### config.mk
export PLATFORM = sky130hd
export DESIGN_NAME = panda_mtimer
export DESIGN_NICKNAME = d
export VERILOG_FILES = /design/src/rtl/panda_pkg.sv /design/src/rtl/panda_prescaler.sv /design/src/rtl/panda_mtimer.sv
export SDC_FILE = /design/constraint.sdc
export NUM_CORES = 1
export LEC_CHECK = 0
export ABC_AREA = 1
export CAP_MARGIN = 40
export CORE_MARGIN = 2
export CORE_UTILIZATION = 50
export CTS_BUF_LIST = sky130_fd_sc_hd__clkbuf_2
export DETAILED_ROUTE_END_ITERATION = 7
export GPL_TIMING_DRIVEN = 1
export PLACE_DENSITY = 0.7
export SYNTH_ARGS = -nofsm -noshare
export SYNTH_HDL_FRONTEND = slang
export SYNTH_SLANG_ARGS = --single-unit
### constraint.sdc
create_clock -name clk_i -period 4.4 [get_ports clk_i]
set_clock_uncertainty 0.1 [all_clocks]
set_input_delay 0.44 -clock clk_i [delete_from_list [all_inputs] [get_ports clk_i]]
set_output_delay 0.44 -clock clk_i [all_outputs]
set_load 0.005 [all_outputs]
### src/rtl/panda_pkg.sv
// Shared types and constants for the panda machine timer.
package panda_pkg;

  localparam int unsigned XLEN        = 32;
  localparam int unsigned PCNT_W      = 16;
  localparam int unsigned CTRL_EN_BIT = 0;
  localparam int unsigned CTRL_IE_BIT = 1;

  typedef enum logic [2:0] {
    REG_MTIME_LO    = 3'd0,
    REG_MTIME_HI    = 3'd1,
    REG_MTIMECMP_LO = 3'd2,
    REG_MTIMECMP_HI = 3'd3,
    REG_CTRL        = 3'd4
  } mtimer_reg_e;

  typedef struct packed {
    logic [XLEN-1:0] addr;
    logic [XLEN-1:0] wdata;
    logic [3:0]      we;
  } data_req_t;

  // Replace the byte lanes of old_val whose enable bit is set.
  function automatic logic [XLEN-1:0] byte_merge(input logic [XLEN-1:0] old_val,
                                                 input logic [XLEN-1:0] new_val,
                                                 input logic [3:0]      be);
    logic [XLEN-1:0] r;
    r = old_val;
    for (int i = 0; i < 4; i++) begin
      if (be[i]) r[8*i +: 8] = new_val[8*i +: 8];
    end
    return r;
  endfunction

endpackage

### src/rtl/panda_prescaler.sv
// Divides the core clock into mtime ticks; tick fires on the last count of each period.
module panda_prescaler
  import panda_pkg::*;
#(
  parameter int unsigned PRESCALE = 1
) (
  input  logic clk_i,
  input  logic rst_i,
  input  logic en_i,
  input  logic clear_i,
  output logic tick_c_o
);

  localparam logic [PCNT_W-1:0] LAST = PCNT_W'(PRESCALE - 1);

  logic [PCNT_W-1:0] cnt_q, cnt_d;

  assign tick_c_o = en_i & (cnt_q == LAST);

  always_comb begin
    cnt_d = cnt_q;
    if (clear_i) begin
      cnt_d = '0;
    end else if (en_i) begin
      cnt_d = tick_c_o ? '0 : cnt_q + PCNT_W'(1);
    end
  end

  always_ff @(posedge clk_i or posedge rst_i) begin
    if (rst_i) cnt_q <= '0;
    else       cnt_q <= cnt_d;
  end

endmodule

### src/rtl/panda_mtimer.sv
// Memory-mapped 64-bit machine timer with compare interrupt and byte-lane writes.
module panda_mtimer
  import panda_pkg::*;
#(
  parameter logic [31:0] BASE_ADDR = 32'h8000_0000,
  parameter int unsigned PRESCALE  = 1
) (
  input  logic            clk_i,
  input  logic            rst_i,
  input  logic [XLEN-1:0] data_addr_i,
  input  logic [XLEN-1:0] data_wdata_i,
  input  logic [3:0]      data_we_i,
  output logic [XLEN-1:0] data_rdata_o,
  output logic            timer_irq_o
);

  data_req_t   req;
  logic        sel;
  logic        wr;
  logic [2:0]  reg_off;
  logic        unused_addr;

  logic [63:0] mtime_q, mtime_d;
  logic [63:0] mtimecmp_q, mtimecmp_d;
  logic        en_q, en_d;
  logic        ie_q, ie_d;
  logic        irq_q, irq_d;
  logic        tick;
  logic        pre_clear;

  assign req         = {data_addr_i, data_wdata_i, data_we_i};
  assign sel         = (req.addr[31:5] == BASE_ADDR[31:5]);
  assign wr          = sel & (|req.we);
  assign reg_off     = req.addr[4:2];
  assign unused_addr = ^req.addr[1:0];
  assign timer_irq_o = irq_q;

  panda_prescaler #(
    .PRESCALE (PRESCALE)
  ) u_prescaler (
    .clk_i    (clk_i),
    .rst_i    (rst_i),
    .en_i     (en_q),
    .clear_i  (pre_clear),
    .tick_c_o (tick)
  );

  // Software writes to either mtime half override the tick increment.
  always_comb begin
    mtime_d    = mtime_q;
    mtimecmp_d = mtimecmp_q;
    en_d       = en_q;
    ie_d       = ie_q;
    pre_clear  = 1'b0;
    if (tick) mtime_d = mtime_q + 64'd1;
    if (wr) begin
      case (reg_off)
        REG_MTIME_LO:    mtime_d = {mtime_q[63:32], byte_merge(mtime_q[31:0], req.wdata, req.we)};
        REG_MTIME_HI:    mtime_d = {byte_merge(mtime_q[63:32], req.wdata, req.we), mtime_q[31:0]};
        REG_MTIMECMP_LO: mtimecmp_d[31:0]  = byte_merge(mtimecmp_q[31:0], req.wdata, req.we);
        REG_MTIMECMP_HI: mtimecmp_d[63:32] = byte_merge(mtimecmp_q[63:32], req.wdata, req.we);
        REG_CTRL: begin
          if (req.we[0]) begin
            en_d      = req.wdata[CTRL_EN_BIT];
            ie_d      = req.wdata[CTRL_IE_BIT];
            pre_clear = ~req.wdata[CTRL_EN_BIT];
          end
        end
        default: ;
      endcase
    end
    irq_d = ie_q & (mtime_q >= mtimecmp_q);
  end

  // Reads see pre-edge register contents.
  always_comb begin
    data_rdata_o = '0;
    if (sel) begin
      case (reg_off)
        REG_MTIME_LO:    data_rdata_o = mtime_q[31:0];
        REG_MTIME_HI:    data_rdata_o = mtime_q[63:32];
        REG_MTIMECMP_LO: data_rdata_o = mtimecmp_q[31:0];
        REG_MTIMECMP_HI: data_rdata_o = mtimecmp_q[63:32];
        REG_CTRL:        data_rdata_o = {30'd0, ie_q, en_q};
        default:         data_rdata_o = '0;
      endcase
    end
  end

  always_ff @(posedge clk_i or posedge rst_i) begin
    if (rst_i) begin
      mtime_q    <= '0;
      mtimecmp_q <= '1;
      en_q       <= 1'b0;
      ie_q       <= 1'b0;
      irq_q      <= 1'b0;
    end else begin
      mtime_q    <= mtime_d;
      mtimecmp_q <= mtimecmp_d;
      en_q       <= en_d;
      ie_q       <= ie_d;
      irq_q      <= irq_d;
    end
  end

endmodule

==> results.cfg <==
; physical design summary
[run_status]
status = finished with violations
violations = DRC

[critical_path]
max_stage_delay_ns = 0.54
worst_r2r_path_depth = 13
path_delay_family = buffers and inverters
cp_cell_sequence = clkdlybuf4s50_1, buf_4, inv_2, nor3_4, buf_4, inv_1, o21ai_0, a221oi_1, a21oi_1, clkdlybuf4s50_1
rr_startpoint = u_prescaler.cnt_q[0]
cp-startpoint = data_addr_i[2]

[final_layout]
biggestCellCategory = logic gates
area_growth_syn_to_layout_pct = 13.2
comb_area_frac = 0.515
sh_seq_area = 0.276
diodes = 1
final_core_util = 0.578
postLayoutCellArea_sq_mm = 0.0136
n_all_inverters = 268
buffers = 120
register_area_sq_mm = 0.00376

[synthesis]
ys_top_cells_by_area = dfrtp_1 17%, nand2_1 17%, dfstp_2 14%
top_cells_by_count = 538 x nand2_1, 260 x inv_1, 188 x nor2_1
yosys.area_share.simple = 0.365

[global_route]
gr-total-overflow = 0
grt_busiest_layer = met2

[clock_network]
numCtsBuffers = 17
ctsResizeCount = 0

[place]
hpwl_um = 34900
port_buffers = 100

[min_path]
min_path_cells = 3

[power]
power.internal_w = 0.00170
seq_power_w = 0.00136
p_per_area_mw_per_mm2 = 175

[route]
wl_per_cell_um = 19.9
ant_nets = 0
firstDrtPassIters = 8
vias = 13000
drc = 7

[floorplan]
floorplanUtilization = 0.511
row_count = 56
nWellTaps = 319

[timing]
setup_viol = 0
slew_headroom = 0.467
### Routed metal, one color a layer

Bar = 50 um.
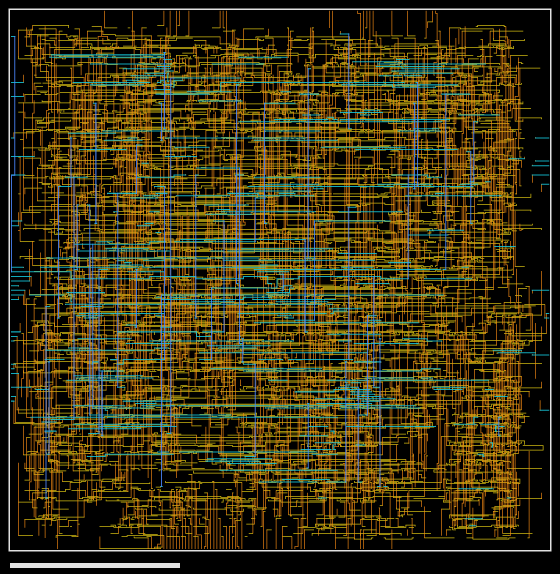
color	layer	wire length
yellow	metal 1	19300 um
cyan	metal 3	4030 um
orange	metal 2	20.0 mm
blue	metal 4	1690 um

### Floorplan with the power grid

Pins as bars on the die edge. Tap cells in gray.
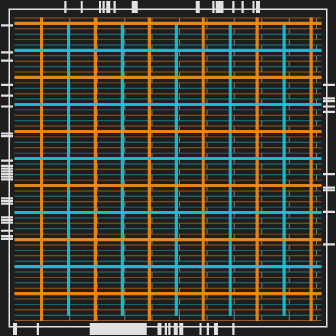
color	net
orange	VSS
cyan	VDD
met4 straps	11
rows	56
met5 straps	11
signal pins	103
met1 rails	57

